[config.mk]
export PLATFORM = sky130hd
export DESIGN_NAME = spi_burst_arbiter
export DESIGN_NICKNAME = d
export VERILOG_FILES = /design/src/rtl/spi_burst_arbiter.sv
export SDC_FILE = /design/constraint.sdc
export NUM_CORES = 1
export LEC_CHECK = 0
export CAP_MARGIN = 20
export CORE_MARGIN = 2
export CORE_UTILIZATION = 46
export DETAILED_ROUTE_END_ITERATION = 10
export PLACE_DENSITY = 0.79
export SLEW_MARGIN = 15
export SYNTH_ARGS = -nofsm -noshare
export SYNTH_HDL_FRONTEND = slang
export SYNTH_SLANG_ARGS = --single-unit
[constraint.sdc]
create_clock -name clk -period 2.06 [get_ports clk]
set_input_delay 0.412 -clock clk [delete_from_list [all_inputs] [get_ports clk]]
set_output_delay 0.412 -clock clk [all_outputs]
set_load 0.01 [all_outputs]
[src/rtl/spi_burst_arbiter.sv]
// spi_burst_arbiter
//
// Shares one SPI master between NREQ device controllers. Requests are served
// round-robin, one multi-word burst at a time. The owner's chip-select hold
// stays high for the whole burst. TX and RX words move one at a time, so only
// one word is ever in flight. If the master stops returning words, a watchdog
// aborts the burst so the bus cannot hang.
//
// Ports
//   clk, rst        system clock, synchronous active-high reset
//   req             per-requester burst request (level, sampled only in IDLE)
//   req_words       6-bit word count per requester, slice i = [6i+5:6i]
//   req_tx_data     current TX byte per requester, advanced after tx_ack[i]
//   gnt             one-hot owner of the current burst
//   tx_ack          1-cycle pulse: owner's TX byte consumed
//   rx_valid        1-cycle pulse: rx_data holds the owner's received byte
//   rx_data         last received byte (shared by all requesters)
//   done, err       1-cycle end-of-burst pulse; err=1 means aborted by timeout
//   ss_hold         one-hot chip-select hold for the whole burst
//   spi_ready_in    master idle and able to accept a word
//   spi_valid_in    master returns one received word on spi_data_in
//   spi_en          1-cycle start pulse for one word on spi_data_out
//   spi_data_words  word count of the latched burst
//
// All outputs are registered.

module spi_burst_arbiter #(
    parameter int DATA_BITS = 8,
    parameter int NREQ      = 2,
    parameter int TIMEOUT   = 1023
) (
    input  logic                      clk,
    input  logic                      rst,
    input  logic [NREQ-1:0]           req,
    input  logic [6*NREQ-1:0]         req_words,
    input  logic [DATA_BITS*NREQ-1:0] req_tx_data,
    output logic [NREQ-1:0]           gnt,
    output logic [NREQ-1:0]           tx_ack,
    output logic [NREQ-1:0]           rx_valid,
    output logic [DATA_BITS-1:0]      rx_data,
    output logic [NREQ-1:0]           done,
    output logic                      err,
    output logic [NREQ-1:0]           ss_hold,
    input  logic                      spi_ready_in,
    input  logic                      spi_valid_in,
    input  logic [DATA_BITS-1:0]      spi_data_in,
    output logic                      spi_en,
    output logic [DATA_BITS-1:0]      spi_data_out,
    output logic [5:0]                spi_data_words
);

    localparam int IW = (NREQ > 1) ? $clog2(NREQ) : 1;
    localparam int WW = (TIMEOUT > 1) ? $clog2(TIMEOUT + 1) : 1;
    // The watchdog counts the cycles already spent in WAIT_RX; the cycle in
    // which it holds TIMEOUT-1 is the last one we are willing to wait.
    localparam logic [WW-1:0] WD_LAST = WW'(TIMEOUT - 1);

    typedef enum logic [2:0] {
        IDLE    = 3'd0,
        LOAD    = 3'd1,
        ISSUE   = 3'd2,
        WAIT_RX = 3'd3,
        DONE    = 3'd4
    } state_t;

    state_t                 state, state_nxt;
    logic [IW-1:0]          rr_ptr, rr_ptr_nxt;
    logic [IW-1:0]          owner, owner_nxt;
    logic [5:0]             words_reg, words_nxt;
    logic [5:0]             cnt, cnt_nxt;
    logic [WW-1:0]          wd, wd_nxt;
    logic                   abort, abort_nxt;

    logic                   pick_ok;
    logic [IW-1:0]          pick_idx;

    logic [NREQ-1:0]        gnt_nxt, ss_hold_nxt, tx_ack_nxt, rx_valid_nxt, done_nxt;
    logic                   err_nxt, spi_en_nxt;
    logic [DATA_BITS-1:0]   rx_data_nxt, spi_data_out_nxt;
    logic [5:0]             spi_data_words_nxt;

    // First set request bit searching upward from ptr with wrap.
    // Result MSB flags that a request was found.
    function automatic logic [IW:0] rr_pick(input logic [NREQ-1:0] r,
                                            input logic [IW-1:0]   ptr);
        logic [IW:0] res;
        int          c;
        res = '0;
        // Walk from the farthest candidate back to ptr so the nearest wins.
        for (int k = NREQ - 1; k >= 0; k--) begin
            c = (int'(ptr) + k) % NREQ;
            if (r[c]) res = {1'b1, IW'(c)};
        end
        return res;
    endfunction

    function automatic logic [NREQ-1:0] onehot(input logic [IW-1:0] idx);
        return NREQ'(1) << idx;
    endfunction

    always_comb begin
        state_nxt          = state;
        rr_ptr_nxt         = rr_ptr;
        owner_nxt          = owner;
        words_nxt          = words_reg;
        cnt_nxt            = cnt;
        wd_nxt             = wd;
        abort_nxt          = abort;
        gnt_nxt            = gnt;
        ss_hold_nxt        = ss_hold;
        rx_data_nxt        = rx_data;
        spi_data_out_nxt   = spi_data_out;
        spi_data_words_nxt = spi_data_words;
        tx_ack_nxt         = '0;
        rx_valid_nxt       = '0;
        done_nxt           = '0;
        err_nxt            = 1'b0;
        spi_en_nxt         = 1'b0;

        {pick_ok, pick_idx} = rr_pick(req, rr_ptr);

        case (state)
            IDLE: begin
                if (pick_ok) begin
                    owner_nxt          = pick_idx;
                    words_nxt          = req_words[6*int'(pick_idx) +: 6];
                    spi_data_words_nxt = req_words[6*int'(pick_idx) +: 6];
                    cnt_nxt            = '0;
                    abort_nxt          = 1'b0;
                    gnt_nxt            = onehot(pick_idx);
                    ss_hold_nxt        = onehot(pick_idx);
                    state_nxt          = LOAD;
                end
            end

            LOAD: begin
                state_nxt = (words_reg == 6'd0) ? DONE : ISSUE;
            end

            ISSUE: begin
                if (spi_ready_in) begin
                    spi_en_nxt       = 1'b1;
                    spi_data_out_nxt = req_tx_data[DATA_BITS*int'(owner) +: DATA_BITS];
                    tx_ack_nxt       = onehot(owner);
                    wd_nxt           = '0;
                    state_nxt        = WAIT_RX;
                end
            end

            WAIT_RX: begin
                if (spi_valid_in) begin
                    rx_data_nxt  = spi_data_in;
                    rx_valid_nxt = onehot(owner);
                    cnt_nxt      = cnt + 6'd1;
                    state_nxt    = (cnt + 6'd1 == words_reg) ? DONE : ISSUE;
                end else if (wd == WD_LAST) begin
                    abort_nxt = 1'b1;
                    state_nxt = DONE;
                end else begin
                    wd_nxt = wd + 1'b1;
                end
            end

            DONE: begin
                done_nxt    = onehot(owner);
                err_nxt     = abort;
                gnt_nxt     = '0;
                ss_hold_nxt = '0;
                rr_ptr_nxt  = (owner == IW'(NREQ - 1)) ? '0 : owner + 1'b1;
                state_nxt   = IDLE;
            end

            default: begin
                state_nxt = IDLE;
            end
        endcase
    end

    always_ff @(posedge clk) begin
        if (rst) begin
            state          <= IDLE;
            rr_ptr         <= '0;
            owner          <= '0;
            words_reg      <= '0;
            cnt            <= '0;
            wd             <= '0;
            abort          <= 1'b0;
            gnt            <= '0;
            ss_hold        <= '0;
            tx_ack         <= '0;
            rx_valid       <= '0;
            rx_data        <= '0;
            done           <= '0;
            err            <= 1'b0;
            spi_en         <= 1'b0;
            spi_data_out   <= '0;
            spi_data_words <= '0;
        end else begin
            state          <= state_nxt;
            rr_ptr         <= rr_ptr_nxt;
            owner          <= owner_nxt;
            words_reg      <= words_nxt;
            cnt            <= cnt_nxt;
            wd             <= wd_nxt;
            abort          <= abort_nxt;
            gnt            <= gnt_nxt;
            ss_hold        <= ss_hold_nxt;
            tx_ack         <= tx_ack_nxt;
            rx_valid       <= rx_valid_nxt;
            rx_data        <= rx_data_nxt;
            done           <= done_nxt;
            err            <= err_nxt;
            spi_en         <= spi_en_nxt;
            spi_data_out   <= spi_data_out_nxt;
            spi_data_words <= spi_data_words_nxt;
        end
    end

endmodule

Run 1, sequential cells colored by netlist name:
Scale bar: 20 microns. Other sequential cells in the stronger gray, the rest of the logic in the fainter gray.
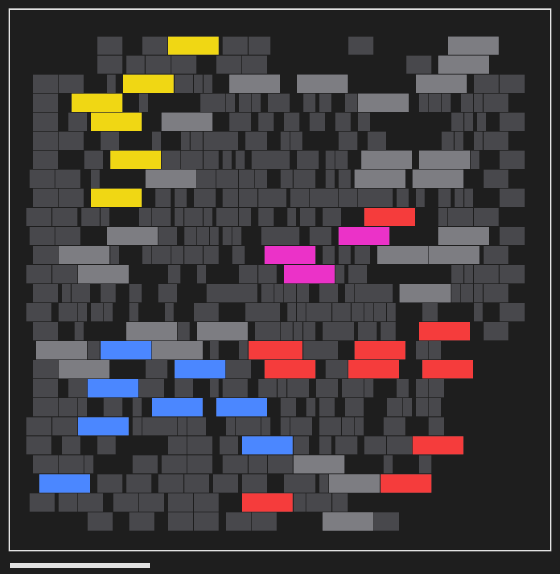
| color | signal | placed flops |
|---|---|---|
| magenta | state | 3 |
| red | wd | 10 |
| yellow | words_reg | 6 |
| blue | spi_data_out | 8 |
Seq area share: 0.317
sequential power: 1210 uW
Layout Utilization: 0.664
Flop area: 0.00108 sq mm

Run 1, routed clock nets over the placement:
Scale bar: 20 microns.
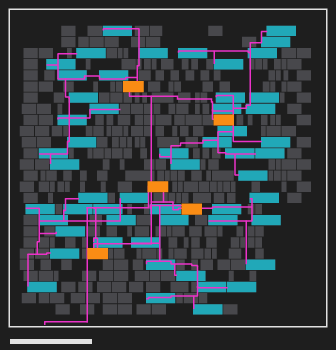
[cyan] flip-flops | count: 54
[orange] clock-net drivers | count: 5
[magenta] clock wires | length: 586 microns
routed clock nets: 6
clock-net power: 588 uW
share of total power in the clock network: 0.241
Layout Skew: 11.6 ps
clock latency on the worst-skew pair: 310 ps

Run 1, cells by drive strength:
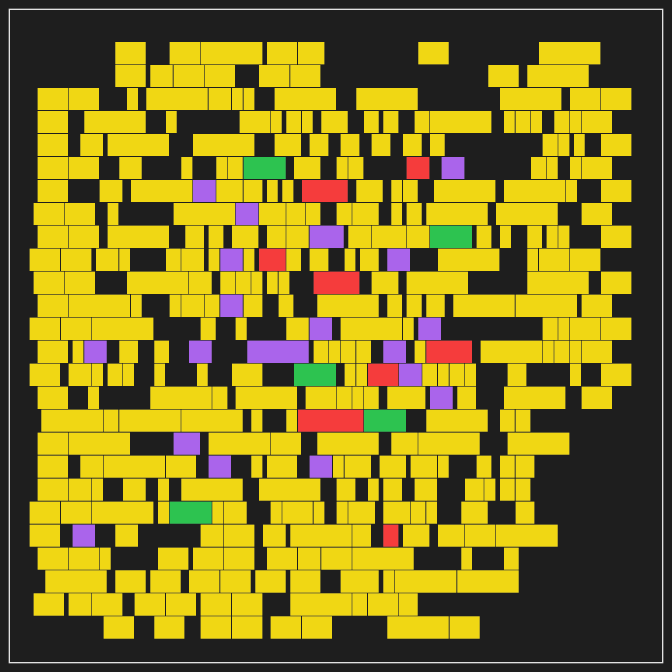
| color | size | cells | share | most used |
|---|---|---|---|---|
| purple | x3 and x4 | 19 | 5.2% | buf_4 |
| green | x6 and larger | 5 | 1.4% | clkbuf_8 |
| red | x2 | 8 | 2.2% | a311oi_2 |
| yellow | x1 and smaller | 332 | 91% | clkdlybuf4s50_1 |
final worst-path setup slack: 140 ps
post-route cell area: 0.00341 sq mm
Buffers, non-clock: 90
area delta synth->final: 38.5%

Run 1, cell outlines without signal wires:
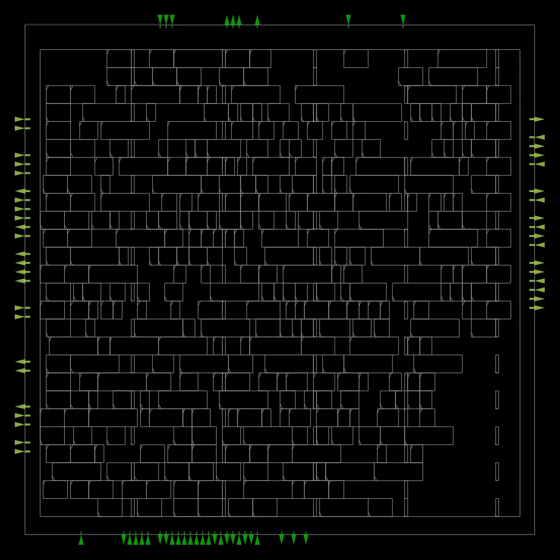
# fillers: 458
TAP cells: 70
core footprint: 0.00514 sq mm
Non-Filler Instances: 434
Flops: 54

==> Changelog: implementation, run 1 <==
### Implementation results

- Int Power: 1700 uW
- Clock buffers: 5
- Power Density: 713 mW/mm^2
- CP max stage delay: 540 ps
- Via density: 5.36
- Hold Crit Class: register to register
- Synth warn: 0
- Fin. Hold Viols: 0
- Critical path class: register to register
- TritonCTS clock tree: done
- Worst path depth: 6
- Post_cts resized: 0
- Hold Crit Start: rx_data[5]
- Top Usage Layer GRT: met2
- Startpoint Class: register
- Fmax: 521 MHz
- Largest regs: wd (10), rx_data (8), spi_data_out (8)
- Most frequent logic cell in the layout: clkdlybuf4s50_1
- Setup crit end: state[2]
- FF-to-FF Start: cnt[0]
- CTS clk-pin slew, worst paths: 90 ps
- Logic area: 0.00128 sq mm
- XOR-XNOR Cells, Area Fraction: 0.0462
- Hold endpoint: rx_data[5]
- Comb pwr: 636 uW
- Hold path cells: 2
- IO Pins: 76
- Family with the most delay on the worst path: simple AND/OR/NAND/NOR gates
- Asr flop ratio synth: 0
- Met1 WL: 2620 microns
- Setup violations, final: 0
- Placed cells: 426
- Yosys cell count: 288
- Synth top cell by count: dfxtp_1
- Dominant class by area: logic gates
- Max Used Layer: met4
- Synth Seq Share: 0.439
- Crit path arrival time: 2150 ps
- Met2 WL post-DR: 2780 microns
- Die width: 77.2 microns
- Pre-CTS WS: 112 ps
- Status: finished clean
- CTS root buffer: clkbuf_8
- Max-slew violation count: 0
- Initial Util: 0.479
- DPL Wire Length: 4260 microns
- Yosys stat chip area: 0.00246 sq mm
- Synth area leader: dfxtp_1
- Pleak: 0.00124 uW
- Max Fanout on Critical Path: 6
- Met3 Wirelength: 228 microns
- Setup slack, reg-to-reg: 140 ps
- Cycle use final: 0.932
- DR pass1 iterations: 4
- Commonest cells in the synthesized netlist: 54 x dfxtp_1, 43 x nor2_1, 26 x nand2_1
- Global routing met3 resource utilization: 0.0412
- Crit path from: cnt[0]
- Cells after synthesis: 288
- Log Warnings: 27
- Biggest register: wd
- Die Ht: 77.2 microns
- Post-synth area hogs: dfxtp_1 44%, nor2_1 6.6%, mux2i_1 5.7%, a21oi_1 4.7%, a211oi_1 4.6%
- Met2 usage: 0.337
- Total grt overflow: 0
- Final ANT Viol Nets: 0
- CTS Buf Count: 5
- Worst-margin pin slew: 730 ps
- Syn nets: 333
- Hold slack: 458 ps
- AO/OA Area Share: 0.164
- Sequential Power Share: 0.497
- Placed Area: 0.00331 sq mm
- Top Layout Cells: 75 x clkdlybuf4s50_1, 53 x dfxtp_1, 43 x nor2_1
- Reg2Reg Depth: 6
- Largest net degree at the start of global routing: 22
- N_diodes: 0
- RSZ-0062 raised after global routing: no
- Multi-input comb cells: 209
- Sw Share: 0.303
- Buffer share of cell area: 0.253
- Number of enable flip-flop cells: 0
- Simple-Gate Area Share: 0.231
Run 1, routed metal per tile:
The die is cut into 15 by 15 equal tiles; dark blue is low, red is high, scaled to the fullest tile. Values are wire area over tile area, all layers added.
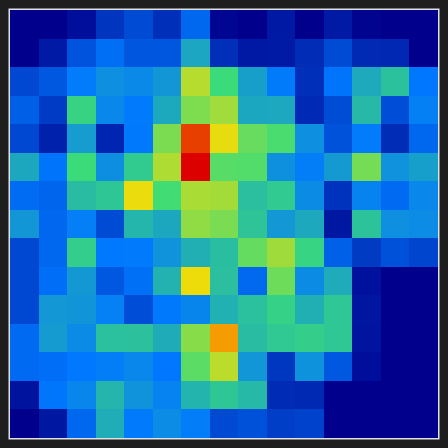

==> run 1 -> run 2 <==
--- a/config.mk
+++ b/config.mk
@@ -5,11 +5,13 @@
 export SDC_FILE = /design/constraint.sdc
 export NUM_CORES = 1
 export LEC_CHECK = 0
+export ABC_AREA = 1
 export CAP_MARGIN = 20
 export CORE_MARGIN = 2
-export CORE_UTILIZATION = 46
+export CORE_UTILIZATION = 47
 export DETAILED_ROUTE_END_ITERATION = 10
-export PLACE_DENSITY = 0.79
+export PLACE_DENSITY = 0.8
+export SKIP_CTS_REPAIR_TIMING = 1
 export SLEW_MARGIN = 15
 export SYNTH_ARGS = -nofsm -noshare
 export SYNTH_HDL_FRONTEND = slang
Run 2, routed metal per tile:
The die is cut into 15 by 15 equal tiles; dark blue is low, red is high, scaled to the fullest tile. Values are wire area over tile area, all layers added.
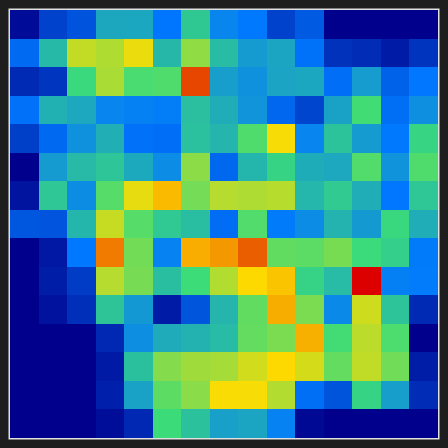
nearly empty tiles: 12%
mean over tiles: 0.17
emptiest ninth of the die: lower left
gr usage total: 0.219
routed len/inst: 12.5 microns
WL final: 6240 microns
Vias: 2517

==> run 2 against run 1 <==
Flip-flop count did not move. First-iteration DRC count fell by 22%. Non-clock buffer count fell by 10. Global-route usage rose by 2.1 points. Largest cell class unchanged. Largest power group unchanged.
==> Changelog: implementation, run 2 <==
### Implementation results

- Status: finished clean
- Top Layout Cells: 100 x nand2_1, 75 x clkdlybuf4s50_1, 54 x dfxtp_1
- Setup crit end: spi_data_words[5]
- Sequential power: 1420 uW (+17%)
- Log Warnings: 27 (unchanged)
- Die width: 76.7 microns (-0.61%)
- Hold Crit Start: abort
- Seq area share: 0.319 (+0.00162)
- Max Fanout on Critical Path: 5 (-1)
- Via density: 5.02 (-6.3%)
- Met1 WL: 2890 microns (+10%)
- Pre-CTS WS: 203 ps (+91.1 ps)
- Synth Seq Share: 0.435 (-0.00376)
- Met3 Wirelength: 253 microns (+11%)
- Placed Area: 0.00330 sq mm (-0.34%)
- Met2 usage: 0.385 (+0.0477)
- Hold endpoint: err
- Initial Util: 0.487 (+0.00722)
- Global routing met3 resource utilization: 0.0424 (+0.00118)
- Non-Filler Instances: 501 (+15%)
- Most frequent logic cell in the layout: nand2_1
- Layout Skew: 6.76 ps (-4.89 ps)
- CTS Buf Count: 5 (unchanged)
- Sw Share: 0.365 (+0.0621)
- Yosys cell count: 354 (+23%)
- Clock latency on the worst-skew pair: 310 ps (about the same)
- Commonest cells in the synthesized netlist: 100 x nand2_1, 54 x dfxtp_1, 36 x inv_1
- Cycle use final: 0.847 (-0.0847)
- Logic area: 0.00119 sq mm (-6.6%)
- Fmax: 573 MHz (+10%)
- Startpoint Class: register
- DPL Wire Length: 4810 microns (+13%)
- Reg2Reg Depth: 11 (+5)
- Max-slew violation count: 0 (unchanged)
- Worst-margin pin slew: 397 ps (-333 ps)
- Biggest register: wd
- CTS root buffer: clkbuf_8
- Die Ht: 76.7 microns (-0.61%)
- Hold slack: 448 ps (-9.85 ps)
- N_diodes: 0 (unchanged)
- Synth warn: 0 (unchanged)
- Comb pwr: 1080 uW (+70%)
- Setup violations, final: 0 (unchanged)
- Dominant class by area: logic gates
- FF-to-FF Start: cnt[0]
- Max Used Layer: met4
- RSZ-0062 raised after global routing: no
- Simple-Gate Area Share: 0.327 (+0.0962)
- CTS clk-pin slew, worst paths: 100 ps (about the same)
- Share of total power in the clock network: 0.190 (-0.051)
- Fin. Hold Viols: 0 (unchanged)
- Family with the most delay on the worst path: buffers and inverters
- CP max stage delay: 580 ps (+40 ps)
- Largest net degree at the start of global routing: 21 (-4.5%)
- Critical path class: register to primary output
- Power Density: 910 mW/mm^2 (+28%)
- Final ANT Viol Nets: 0 (unchanged)
- Layout Utilization: 0.664 (about the same)
- Synth area leader: dfxtp_1
- AO/OA Area Share: 0.135 (-0.0291)
- TAP cells: 70 (unchanged)
Run 2, cells by drive strength:
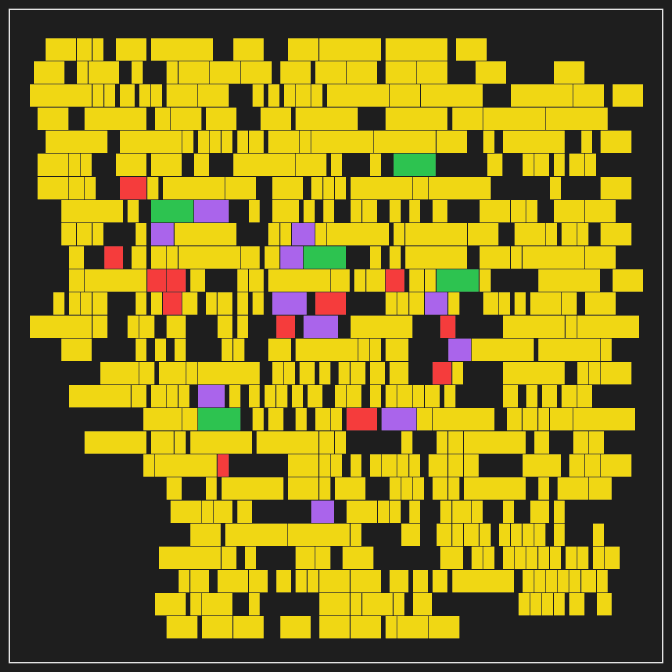
| color | size | cells | share | most used |
|---|---|---|---|---|
| green | x6 and larger | 5 | 1.2% | clkbuf_8 |
| red | x2 | 12 | 2.8% | nand2_2 |
| purple | x3 and x4 | 11 | 2.6% | buf_4 |
| yellow | x1 and smaller | 403 | 94% | nand2_1 |
area delta synth->final: 36.5%
post-route cell area: 0.00339 sq mm
Buffers, non-clock: 80
final worst-path setup slack: 314 ps

Run 2, routed clock nets over the placement:
Scale bar: 20 microns.
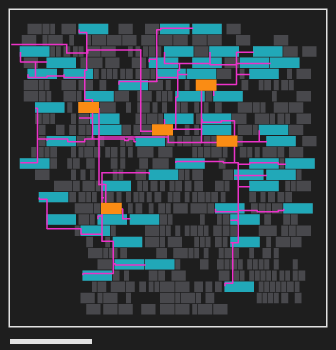

==> run 2 -> run 3 <==
==> constraint.sdc (replaced) <==
create_clock -name clk -period 1.8 [get_ports clk]
set_input_delay 0.36 -clock clk [delete_from_list [all_inputs] [get_ports clk]]
set_output_delay 0.36 -clock clk [all_outputs]
set_load 0.01 [all_outputs]
Run 3, routed clock nets over the placement:
Scale bar: 20 microns.
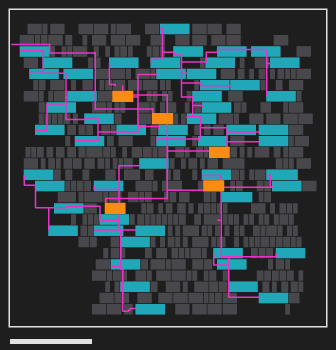
[magenta] clock wires | length: 564 microns
[cyan] flip-flops | count: 54
[orange] clock-net drivers | count: 5
routed clock nets: 6
flops lie: all over the die
Layout Skew: 8.91 ps
clock-net power: 711 uW
share of total power in the clock network: 0.197

==> run 3 against run 2 <==
Cell count up 1.6%. Total power grew 17%. Critical path depth unchanged. Critical path type unchanged. Die size stayed put. Register-to-register slack lost 180 ps. Synthesized cell count is the same. Non-clock buffer count increased by 8. Count of clock-buffer cells in the layout did not move. Largest cell class unchanged.
==> Changelog: implementation, run 3 <==
### Implementation results

- Clock latency on the worst-skew pair: 310 ps (about the same)
- Simple-Gate Area Share: 0.327 (unchanged)
- CTS Buf Count: 5 (unchanged)
- Dominant class by area: logic gates
- Startpoint Class: register
- N_diodes: 0 (unchanged)
- Via density: 5.02 (about the same)
- Max Used Layer: met4
- Status: finished clean
- Global routing met3 resource utilization: 0.0506 (+0.00824)
- Buffers, non-clock: 88 (+10%)
- TAP cells: 70 (unchanged)
- Final ANT Viol Nets: 0 (unchanged)
- Sw Share: 0.364 (-0.000891)
- Log Warnings: 27 (unchanged)
- Setup violations, final: 0 (unchanged)
- Initial Util: 0.487 (unchanged)
- Synth area leader: dfxtp_1
- Synth Seq Share: 0.435 (unchanged)
- Hold endpoint: err
- Hold slack: 428 ps (-20.5 ps)
- Max-slew violation count: 0 (unchanged)
- Commonest cells in the synthesized netlist: 100 x nand2_1, 54 x dfxtp_1, 36 x inv_1
- Placed Area: 0.00336 sq mm (+1.8%)
- Largest net degree at the start of global routing: 20 (-4.8%)
- Gr usage total: 0.223 (+0.00379)
- Cycle use final: 0.930
- Comb pwr: 1270 uW (+20%)
- Seq area share: 0.312 (-0.00664)
- Worst-margin pin slew: 404 ps (+7.07 ps)
- Biggest register: wd
- Post-route cell area: 0.00347 sq mm (+2.4%)
- Die Ht: 76.7 microns (unchanged)
- Met3 Wirelength: 271 microns (+7.1%)
- DPL Wire Length: 4860 microns (+1.0%)
- CTS clk-pin slew, worst paths: 110 ps (about the same)
- Die width: 76.7 microns (unchanged)
Run 3, sequential cells colored by netlist name:
Scale bar: 20 microns. Other sequential cells in the stronger gray, the rest of the logic in the fainter gray.
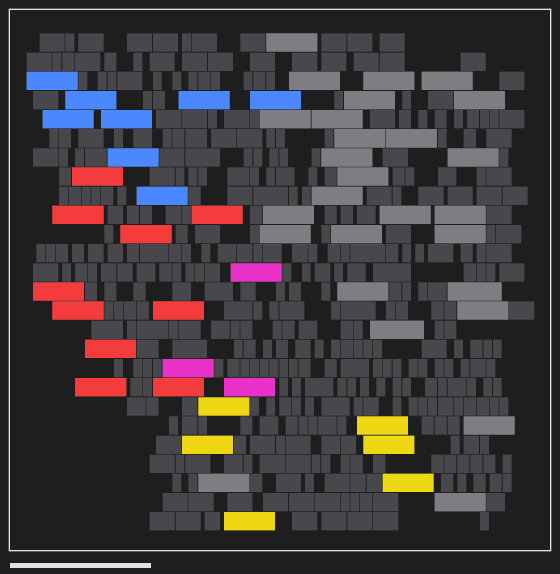
| color | signal | placed flops |
|---|---|---|
| yellow | words_reg | 6 |
| blue | spi_data_out | 8 |
| red | wd | 10 |
| magenta | state | 3 |
not colored: 27
Layout Utilization: 0.680
sequential power: 1610 uW
Flop area: 0.00108 sq mm

No activity file was given, so power comes from the tool's default toggle rates.
